**Run 1: floorplan with the power grid**

The bar under the picture is 20 um long. Pins as bars on the die edge.
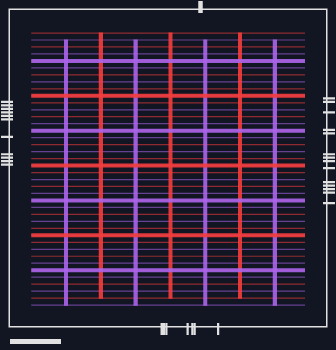
**Run 1: placed cells, one color a class**

Fill, decap, tap and diode cells in gray.
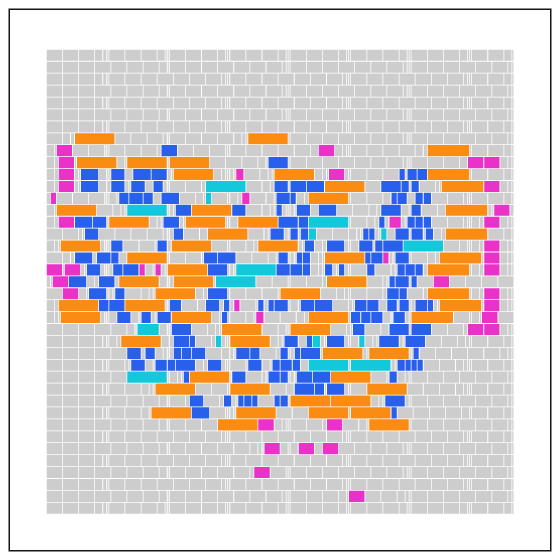
**Run 1: clock distribution**

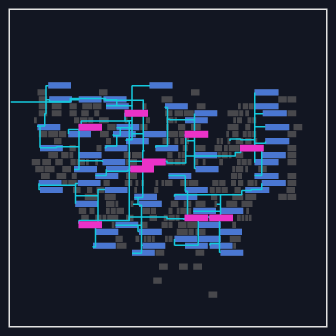
### config.mk
export PLATFORM = sky130hd
export DESIGN_NAME = count_bcd_display_flat
export DESIGN_NICKNAME = d
export VERILOG_FILES = /design/src/rtl/count_bcd_display_if.sv /design/src/rtl/count_bcd_display.sv /design/src/flat_wrapper.sv
export SDC_FILE = /design/constraint.sdc
export NUM_CORES = 1
export LEC_CHECK = 0
export CORE_MARGIN = 8
export CORE_UTILIZATION = 25
export DETAILED_ROUTE_END_ITERATION = 8
export RECOVER_POWER = 100
export SYNTH_ARGS = -nofsm -noshare
export SYNTH_HDL_FRONTEND = slang
export SYNTH_SLANG_ARGS = --single-unit
export TNS_END_PERCENT = 5
### constraint.sdc
create_clock -name clk -period 2.42 [get_ports clk]
set_input_delay 0.484 -clock clk [delete_from_list [all_inputs] [get_ports clk]]
set_output_delay 0.484 -clock clk [all_outputs]
set_load 0.01 [all_outputs]
### src/rtl/count_bcd_display_if.sv
// Display-side bus of the BCD display stage: counter value in, converted digits
// and multiplexed 7-segment drive out.
interface count_bcd_display_if;
  logic [7:0]  count;
  logic [11:0] bcd;
  logic        bcd_valid;
  logic        busy;
  logic [6:0]  seg;
  logic [2:0]  an;

  modport master (
    output count,
    input  bcd, bcd_valid, busy, seg, an
  );

  modport slave (
    input  count,
    output bcd, bcd_valid, busy, seg, an
  );
endinterface

### src/rtl/count_bcd_display.sv
// Converts the down counter's value to BCD with a sequential double-dabble engine
// and scans it onto a 3-digit common-anode display with leading-zero blanking.
module count_bcd_display #(
  parameter int SCAN_DIV = 4
) (
  input logic               clk,
  input logic               reset,
  count_bcd_display_if.slave bus
);

  typedef enum logic {IDLE, CONV} state_t;

  localparam int SW = (SCAN_DIV > 1) ? $clog2(SCAN_DIV) : 1;
  localparam logic [SW-1:0] SCAN_LAST = SW'(SCAN_DIV - 1);

  state_t      state;
  logic [7:0]  last;
  logic [7:0]  shreg;
  logic [11:0] scratch;
  logic [2:0]  shift_cnt;
  logic [11:0] bcd_q;
  logic        bcd_valid_q;
  logic        busy_q;

  logic [11:0] adj;
  logic [19:0] shifted;

  logic [SW-1:0] scan_cnt;
  logic [1:0]    digit;
  logic [3:0]    nib;
  logic [2:0]    an_next;
  logic          blank;
  logic [6:0]    seg_q;
  logic [2:0]    an_q;

  function automatic logic [6:0] decode(input logic [3:0] d);
    case (d)
      4'd0:    decode = 7'b1000000;
      4'd1:    decode = 7'b1111001;
      4'd2:    decode = 7'b0100100;
      4'd3:    decode = 7'b0110000;
      4'd4:    decode = 7'b0011001;
      4'd5:    decode = 7'b0010010;
      4'd6:    decode = 7'b0000010;
      4'd7:    decode = 7'b1111000;
      4'd8:    decode = 7'b0000000;
      4'd9:    decode = 7'b0010000;
      default: decode = 7'b1111111;
    endcase
  endfunction

  // Add-3 correction on every nibble that would exceed 9 after the next doubling
  always_comb begin
    adj = scratch;
    for (int i = 0; i < 3; i++) begin
      if (scratch[i*4 +: 4] >= 4'd5) adj[i*4 +: 4] = scratch[i*4 +: 4] + 4'd3;
    end
  end

  assign shifted = {adj[10:0], shreg, 1'b0};

  always_ff @(posedge clk or negedge reset) begin
    if (!reset) begin
      state       <= IDLE;
      last        <= 8'h00;
      shreg       <= 8'h00;
      scratch     <= 12'h000;
      shift_cnt   <= 3'd0;
      bcd_q       <= 12'h000;
      bcd_valid_q <= 1'b0;
      busy_q      <= 1'b0;
    end else begin
      bcd_valid_q <= 1'b0;
      case (state)
        IDLE: begin
          if (bus.count != last) begin
            shreg     <= bus.count;
            last      <= bus.count;
            scratch   <= 12'h000;
            shift_cnt <= 3'd0;
            busy_q    <= 1'b1;
            state     <= CONV;
          end
        end
        CONV: begin
          {scratch, shreg} <= shifted;
          shift_cnt        <= shift_cnt + 3'd1;
          if (shift_cnt == 3'd7) begin
            bcd_q       <= shifted[19:8];
            bcd_valid_q <= 1'b1;
            busy_q      <= 1'b0;
            state       <= IDLE;
          end
        end
        default: state <= IDLE;
      endcase
    end
  end

  always_ff @(posedge clk or negedge reset) begin
    if (!reset) begin
      scan_cnt <= '0;
      digit    <= 2'd0;
    end else if (scan_cnt == SCAN_LAST) begin
      scan_cnt <= '0;
      digit    <= (digit == 2'd2) ? 2'd0 : digit + 2'd1;
    end else begin
      scan_cnt <= scan_cnt + 1'b1;
    end
  end

  // Slot selection reads only the committed bcd so a partial conversion never shows
  always_comb begin
    nib     = bcd_q[3:0];
    an_next = 3'b110;
    blank   = 1'b0;
    case (digit)
      2'd1: begin
        nib     = bcd_q[7:4];
        an_next = 3'b101;
        blank   = (bcd_q[11:8] == 4'd0) && (bcd_q[7:4] == 4'd0);
      end
      2'd2: begin
        nib     = bcd_q[11:8];
        an_next = 3'b011;
        blank   = (bcd_q[11:8] == 4'd0);
      end
      default: ;
    endcase
  end

  always_ff @(posedge clk or negedge reset) begin
    if (!reset) begin
      seg_q <= 7'b1111111;
      an_q  <= 3'b111;
    end else if (blank) begin
      seg_q <= 7'b1111111;
      an_q  <= 3'b111;
    end else begin
      seg_q <= decode(nib);
      an_q  <= an_next;
    end
  end

  assign bus.bcd       = bcd_q;
  assign bus.bcd_valid = bcd_valid_q;
  assign bus.busy      = busy_q;
  assign bus.seg       = seg_q;
  assign bus.an        = an_q;

endmodule

### src/flat_wrapper.sv
// flat-port wrapper written by rule: the top's interface ports become plain ports
module count_bcd_display_flat 
#(
  parameter int SCAN_DIV = 4
)
  (clk, reset, bus_count, bus_bcd, bus_bcd_valid, bus_busy, bus_seg, bus_an);
  count_bcd_display_if bus_i ();
  input logic clk;
  input logic reset;
  input wire logic [$bits(bus_i.count)-1:0] bus_count;
  output wire logic [$bits(bus_i.bcd)-1:0] bus_bcd;
  output wire logic [$bits(bus_i.bcd_valid)-1:0] bus_bcd_valid;
  output wire logic [$bits(bus_i.busy)-1:0] bus_busy;
  output wire logic [$bits(bus_i.seg)-1:0] bus_seg;
  output wire logic [$bits(bus_i.an)-1:0] bus_an;
  assign bus_i.count = bus_count;
  assign bus_bcd = bus_i.bcd;
  assign bus_bcd_valid = bus_i.bcd_valid;
  assign bus_busy = bus_i.busy;
  assign bus_seg = bus_i.seg;
  assign bus_an = bus_i.an;
  count_bcd_display #(.SCAN_DIV(SCAN_DIV)) u_core (.clk(clk), .reset(reset), .bus(bus_i));
endmodule
==> notes.md, run 1 <==
impl run done, here's what came out: Least-Margin Pin Slew 1452 ps, Comb. pwr 0.00186 W, initial antenna violation count 0, Worst R2R Setup Slack 410 ps, clock buffers 14, TritonCTS clock tree done, Final ANT Viol Nets 0, Async S/R FF share, synth 1.000, fin worst setup slack 263.9 ps, flop and latch count out of synthesis 60, Die W 123.2 um, Post-DP HPWL 4.460 mm, IO buf count 33, number of global-route vias before repair 1996, Area leader share 0.4354, design area 3627 um^2, # DRC 0, status finished clean, cell type with the largest total area dfrtp_1, total core area 11320 um^2, Worst Setup EP u_core.shift_cnt[0], syn_nets 269, Post-DP Area 3396 um^2, vias 1993, Worst R2R Start u_core.digit[0], first-pass GRT wire length 10.29 mm, Max IR drop VDD 0.4758 mV, CTS resizes 0, final hold violations 0, Hold Path Stages 1, top-count cell post-synth dfrtp_1, Final nets 313, CTS Sinks 60, RSZ-0062 raised after global routing false, part of the power in combinational logic 0.390, Crit Path Max Fanout 13, crit path launch type input port, largest net degree at the start of global routing 28, root buffer cell clkbuf_16, Critical Path End Type register
Notes on 'floorplan with the power grid' above:
purple -> VSS
red -> VDD
met5 straps = 7
met1 rails = 40
signal pins = 34

Notes on 'placed cells, one color a class' above:
magenta -> other buffers and delay cells  # cells 41, share of their area 10%
blue -> all other logic  # cells 175, share of their area 38%
cyan -> clock drivers and dummy loads  # cells 16, share of their area 7.7%
orange -> flip-flops  # cells 60, share of their area 44%

Notes on 'clock distribution' above:
cyan -> clock wires  # length 833 um
blue -> flip-flops  # count 60
magenta -> cells driving clock nets  # count 9
routed clock nets = 10

## run 1: metrics by stage
stage,power (W),util,cells
5_1_grt,0.005142,0.3204,435
3_5_place_dp,0.003762,0.3000,419
3_3_place_gp,0.003710,0.3000,419
2_1_floorplan,0.003039,-,243
6_report,0.004769,0.3204,435
4_1_cts,0.004923,0.3233,435
## run 1: kinds of logic (layout without fill, tap and decap cells)
group,Yosys count,count (layout),share of synthesized area
buffers and inverters,20,69,0.03047
DFF,60,60,0.5268
and+or+nand+nor,53,53,0.1058
muxes,20,20,0.07836
xor gates and xnor gates,12,12,0.03657
adders and majority gates,16,16,0.06966
AOI/OAI and AO/OA,62,62,0.1524
## run 1: critical path, stage by stage
cell and delay, ps:
dlygate4sd3_1 580, xnor2_1 190, nand4_1 130, nor3_1 260, clkbuf_1 510, mux2_2 260
## run 1: per-layer routing
layer | global-route usage | routed length [um] | share of wire
met1 | 0.1061 | 2912 | 0.47
met2 | 0.1389 | 2800 | 0.46
met3 | 0.03562 | 353 | 0.058
met4 | 0.02483 | 69 | 0.011
met5 | 0 | 0 | 0
## run 1: cell usage in the layout (no fill, tap or decap), types with 10 or more instances in the layout
master	instances
dfrtp_1	50
dlygate4sd3_1	25
mux2_2	16
ha_1	16
o21ai_0	15
inv_1	12
xnor2_1	12
nand2_1	11
a21oi_1	11
a22o_1	11
dfstp_2	10
## run 1: state kept, by name, indices dropped and copies added (netlist names)
signal and flops:
u_core.bus.bcd 12, u_core.scratch 12, u_core.last 8, u_core.shreg 8
u_core.bus.seg 7, u_core.bus.an 3, u_core.shift_cnt 3, u_core.digit 2
u_core.scan_cnt 2, u_core.bus.bcd_valid 1, u_core.bus.busy 1, u_core.state 1
--- run 2 (diff from run 1) ---
SKIP_CTS_REPAIR_TIMING = 1   (was not set)
SLEW_MARGIN = 20   (was not set)
**Run 2: placed cells, one color a class**

Fill, decap, tap and diode cells in gray.
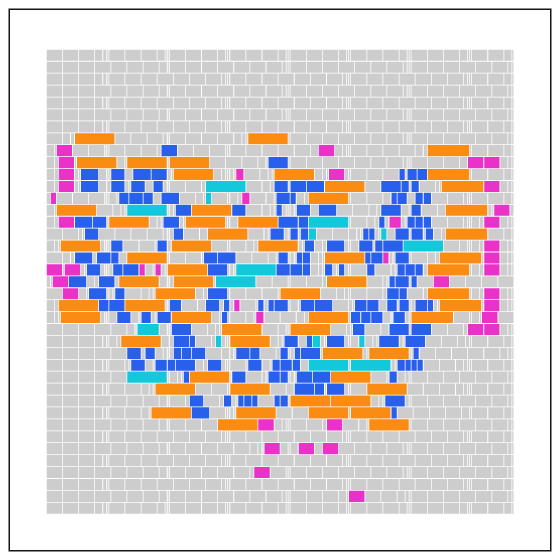
cyan -> clock drivers and dummy loads  # cells 16, share of their area 7.7%
magenta -> other buffers and delay cells  # cells 41, share of their area 10%
blue -> all other logic  # cells 175, share of their area 38%
orange -> flip-flops  # cells 60, share of their area 44%

==> run 2 against run 1 <==
Against the previous run: first-iteration DRC count unchanged; sequential share of layout area did not move; via count is the same; area after synthesis stayed put; highest routed layer unchanged; die size unchanged; synthesized cell count unchanged; hold slack did not move; final area unchanged; final cell count did not move.
==> notes.md, run 2 <==
impl run done, here's what came out: final setup fails 0 (unchanged), Plain + repair buffers 41 (unchanged), root buffer cell clkbuf_16 (unchanged), TritonCTS clock tree done (unchanged), met2 usage 0.1389 (unchanged), Inserted Diodes 0 (unchanged), Least-Margin Pin Slew 1452 ps (unchanged), main flop type dfrtp_1 (unchanged), Leak 1.590 nW (unchanged), number of global-route vias before repair 1996 (unchanged), Tap Cells 143 (unchanged), CTS Sinks 60 (unchanged), Wirelength per Cell 14.10 um (unchanged), Num CTS Buffers 9 (unchanged), Hold Crit Class reg -> reg (unchanged), io pins 34 (unchanged), buffer share of cell area 0.09969 (unchanged), Tot Pwr 0.004769 W (unchanged), std cell rows 39 (unchanged), DP Worst Slack 75.38 ps (unchanged), fin worst setup slack 263.9 ps (unchanged), cell type with the largest total area dfrtp_1 (unchanged), dominant logic cell type in the layout dfrtp_1 (unchanged), vias 1993 (unchanged), IO buf count 33 (unchanged), max_slew headroom 0.03182 (unchanged), register share after synthesis 0.5268 (unchanged), Max Cap Viol 0 (unchanged), grt peak-use layer met2 (unchanged), Seq/total area 0.4174 (unchanged), via density per instance 4.582 (unchanged), Chip Area, Yosys 2874 um^2 (unchanged), sw power 0.001615 W (unchanged), later-pin clock latency in the skew report 320 ps (about the same), met1 Use GR 0.1061 (unchanged), syn_nets 269 (unchanged), Crit Path Max Fanout 13 (unchanged), initial antenna violation count 0 (unchanged), Top cells by area dfrtp_1, dfstp_2, ha_1, mux2_2, xnor2_1 (unchanged), top-count cell post-synth dfrtp_1 (unchanged), WL final 6.135 mm (unchanged), total core area 11320 um^2 (unchanged), # DRC 0 (unchanged), comb_multi_in 163 (unchanged), PwrDens 1315 nW/um^2 (unchanged), Max IR drop VDD 0.4758 mV (unchanged), RSZ-0062 raised after global routing false (unchanged), Async S/R FF share, synth 1.000 (unchanged), Tool Warnings 34 (unchanged), Hold Path Stages 1 (unchanged), Final nets 313 (unchanged), Global Route met3 Usage 0.03562 (unchanged), Synth cell types 38 (unchanged), clock buffers 14 (unchanged), Worst R2R Start u_core.digit[0] (unchanged), H-tree depth 3 (unchanged), fin util 0.3204 (unchanged), FF/Latch Area 1514 um^2 (unchanged), Final ANT Viol Nets 0 (unchanged), Seq pwr share 0.374 (about the same), Area leader share 0.4354 (unchanged), part of the power in combinational logic 0.390 (about the same), DRT Pass-1 Iters 4 (unchanged), Critical R2R Capture u_core.bus.seg[6] (unchanged), grt ovf 0 (unchanged), flop count 60 (unchanged), Worst R2R Setup Slack 410 ps (about the same), Die W 123.2 um (unchanged), hold_sp u_core.scan_cnt[0] (unchanged), flop and latch count out of synthesis 60 (unchanged), fmax 0.4638 GHz (unchanged), Synth Cell Area 2874 um^2 (unchanged), Worst-path clk slew 50 ps (about the same), Critical Path End Type register (unchanged), Area-dominant class registers (unchanged), layout cell share with drive strength beyond 1 0.1473 (unchanged), final hold violations 0 (unchanged), crit path launch type input port (unchanged), status finished clean (unchanged), largest net degree at the start of global routing 28 (unchanged), Top cells excl fill/tap dfrtp_1, dlygate4sd3_1, mux2_2, ha_1, o21ai_0 (unchanged), first-pass GRT wire length 10.29 mm (unchanged), Post-Syn Area per Cell 11.83 um^2 (unchanged), Post-DP HPWL 4.460 mm (unchanged), Arrival @ worst endpoint 2420 ps (about the same), clock share of power 0.237 (about the same)
run 2: how the worst max path moves through the flow:
stage               startpoint                  end
3_3_place_gp      bus_count[6]       u_core.last[4]
6_report          bus_count[4]  u_core.shift_cnt[0]
4_1_cts        u_core.digit[0]    u_core.bus.seg[1]
2_1_floorplan  u_core.digit[0]    u_core.bus.seg[3]
3_5_place_dp      bus_count[2]       u_core.last[6]
5_1_grt        u_core.digit[0]    u_core.bus.seg[6]
run 2: logic make-up after synthesis:
family / after synthesis / share of synthesized area
DFF: 60 / 0.5268
adders and majority gates: 16 / 0.06966
and+or+nand+nor: 53 / 0.1058
xor gates and xnor gates: 12 / 0.03657
muxes: 20 / 0.07836
AOI/OAI and AO/OA: 62 / 0.1524
buffers and inverters: 20 / 0.03047
run 2: layer usage:
layer	part of all wire	wire length, um
met5	0	0
met1	0.47	2912
met3	0.058	353
met2	0.46	2800
met4	0.011	69
run 2: worst max-delay path: stages:
cell and delay [ps]:
dlygate4sd3_1 580, xnor2_1 190, nand4_1 130, nor3_1 260, clkbuf_1 510, mux2_2 260
run 2: metrics by stage:
stage / area (um^2) / instances
final: 3627 / 435
after floorplan: 2874 / 243
after detailed placement: 3396 / 419
after CTS: 3660 / 435
after global placement: 3396 / 419
after global routing: 3627 / 435
run 2: power by group through the flow:
stage	clock network, W	registers [W]	logic (W)
2_1_floorplan	0	0.00179	0.00125
4_1_cts	0.00116	0.00179	0.00198
6_report	0.00113	0.00178	0.00186
3_5_place_dp	0	0.00180	0.00197
3_3_place_gp	0	0.00179	0.00192
5_1_grt	0.00122	0.00184	0.00209
**Run 2: clock wiring as the flow saved it**

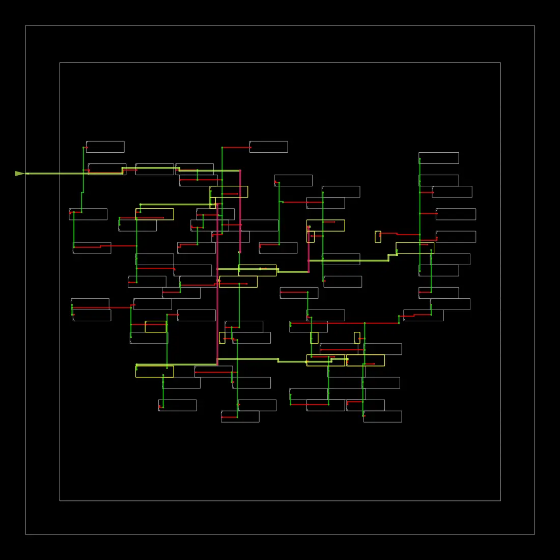

--- run 3 (diff from run 2) ---
clock period = 1.95 ns   (was 2.42 ns; I/O delays follow)
**Run 3: clock wiring as the flow saved it**

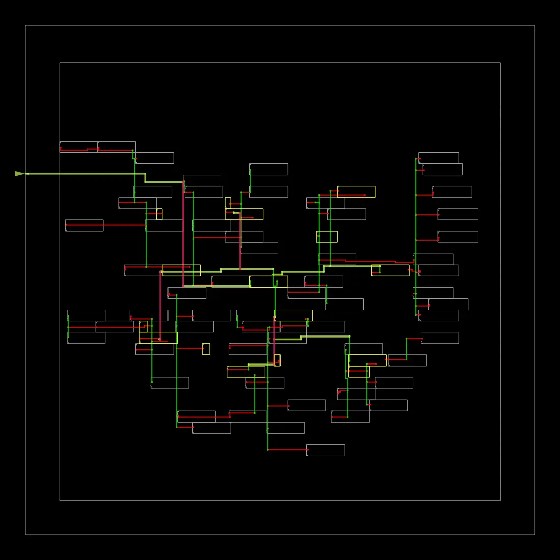
Power Clock: 0.00144 W
clk_skew: 7.888 ps
clock buffers: 14
Num CTS Buffers: 9
later-pin clock latency in the skew report: 320 ps

==> run 3 against run 2 <==
Against the previous run: setup slack got worse by 170 ps; non-clock buffer count up 11; highest routed layer unchanged; clock power grew 27%; hold slack gained 12 ps; global-route usage is 0.11 points lower; flip-flop count unchanged; clock-buffer cell count unchanged; sequential power increased by 26%; critical path depth grew 1.
==> notes.md, run 3 <==
impl run done, here's what came out: fin util 0.3384 (was 0.3204), Chip Area, Yosys 2874 um^2 (unchanged), # DRC 0 (unchanged), Crit Path Max Fanout 9 (was 13), Synth Cell Area 2874 um^2 (unchanged), via density per instance 4.610 (was 4.582), CTS Sinks 60 (unchanged), Least-Margin Pin Slew 1474 ps (was 1452 ps), Synth cell types 38 (unchanged), DP Worst Slack -43.71 ps (was 75.38 ps), Top cells excl fill/tap dfrtp_1, clkdlybuf4s50_1, mux2_2, buf_4, o21ai_0 (was dfrtp_1, dlygate4sd3_1, mux2_2, ha_1, o21ai_0), final setup fails 0 (unchanged), fmax 0.5375 GHz, fin worst setup slack 89.70 ps (was 263.9 ps), Post-Syn Area per Cell 11.83 um^2 (unchanged), top-count cell post-synth dfrtp_1 (unchanged), crit path launch type register (was input port), flop and latch count out of synthesis 60 (unchanged), initial antenna violation count 0 (unchanged), Global Route met3 Usage 0.03288 (was 0.03562), routed wl met2 2.865 mm (was 2.800 mm), H-tree depth 3 (unchanged), Top cells by area dfrtp_1, dfstp_2, ha_1, mux2_2, xnor2_1 (unchanged), met2 usage 0.1342 (was 0.1389), M1 WL 2.916 mm (was 2.912 mm), Async S/R FF share, synth 1.000 (unchanged), Post-DP HPWL 4.337 mm (was 4.460 mm), syn_nets 269 (unchanged), number of global-route vias before repair 2032 (was 1996), grt peak-use layer met2 (unchanged), CP peak stage delay 430 ps (was 580 ps), main flop type dfrtp_1 (unchanged), Max IR drop VDD 0.6998 mV (was 0.4758 mV), max layer used met4 (unchanged), crit-path cells inv_2 > ha_4 > buf_4 > nor2_1 > a21oi_2 > a2111oi_2 > a31oi_1 (was dlygate4sd3_1 > xnor2_1 > nand4_1 > nor3_1 > clkbuf_1 > mux2_2), root buffer cell clkbuf_16 (unchanged), Leak 1.657 nW (was 1.590 nW), hold_sp u_core.scan_cnt[0] (unchanged), total core area 11320 um^2 (unchanged), Inserted Diodes 0 (unchanged), Tool Warnings 34 (unchanged), Critical R2R Capture u_core.bus.seg[6] (unchanged), Final nets 324 (was 313), Hold Path Stages 1 (unchanged), std cell rows 39 (unchanged), Worst R2R Setup Slack 90 ps (was 410 ps), Arrival @ worst endpoint 2100 ps (was 2420 ps), vias 2056 (was 1993), status finished clean (unchanged), Worst-path clk slew 50 ps (about the same), WL final 6.216 mm (was 6.135 mm), Die W 123.2 um (unchanged), IO buf count 33 (unchanged), Placed Cells 430 (was 419), slowest CP cell dfrtp_1 (was dlygate4sd3_1), Wirelength per Cell 13.94 um (was 14.10 um), DRT Pass-1 Iters 4 (unchanged), Worst Path Buf+Inv 2 (unchanged), TritonCTS clock tree done (unchanged), Area leader share 0.4354 (unchanged), first-pass GRT wire length 10.16 mm (was 10.29 mm), cell type with the largest total area dfrtp_1 (unchanged), crit-path leading delay family AND-OR/OR-AND gates (was buffers and inverters), io pins 34 (unchanged), Hold Crit Class reg -> reg (unchanged), dominant logic cell type in the layout dfrtp_1 (unchanged), Non-Filler Instances 446 (was 435), met3 wire length 368 um (was 353 um), met1 Use GR 0.1059 (was 0.1061), Worst R2R Start u_core.digit[0] (unchanged), largest net degree at the start of global routing 61 (was 28)
==> run 3: cell counts after synthesis <==
No cell type changed its count.
==> run 3: cells by family (layout without fill, tap and decap cells) <==
logic type                 count (synthesis)  after routing  share of synthesized area
AOI/OAI and AO/OA                         62             62                     0.1524
xor gates and xnor gates                  12             12                    0.03657
adders and majority gates                 16             16                    0.06966
buffers and inverters                     20             80                    0.03047
DFF                                       60             60                     0.5268
muxes                                     20             20                    0.07836
and+or+nand+nor                           53             53                     0.1058
==> run 3: where the power goes <==
part           total, W  switching (W)  leakage, nW  internal, W
clock network   0.00144       0.000516        0.137     0.000924
registers       0.00224       0.000429        0.728      0.00181
logic           0.00248        0.00109        0.792      0.00139
total           0.00615        0.00203         1.66      0.00412
==> run 3: worst max path at each step <==
stage	start	end	slack (ps)
2_1_floorplan	u_core.digit[0]	u_core.bus.seg[3]	10
3_3_place_gp	bus_count[2]	u_core.last[7]	-20
3_5_place_dp	bus_count[4]	u_core.shreg[1]	-40
4_1_cts	u_core.digit[0]	u_core.bus.seg[6]	-40
5_1_grt	u_core.digit[0]	u_core.bus.seg[6]	-30
6_report	u_core.digit[0]	u_core.bus.seg[6]	90
==> run 3: area by class of cell <==
type / count / area, um^2
sequential: 60 / 1514
clock buffer: 14 / 264.0
clock inverter: 2 / 10.01
timing repair buffer: 52 / 490.5
fill: 1151 / 7490
multi-input combinational: 163 / 1329
inverter: 12 / 45.04
tap: 143 / 178.9
==> run 3: through the flow <==
step                      hold slack [ps]  cell area (um^2)  total power (W)
after detailed placement            421.1              3516         0.004733
after floorplan                     94.41              2874         0.003771
after CTS                           73.76              3790         0.006215
after global routing                464.1              3831         0.006592
after global placement              413.8              3516         0.004667
final                               433.9              3831         0.006155
Power and IR drop assume default switching activity.
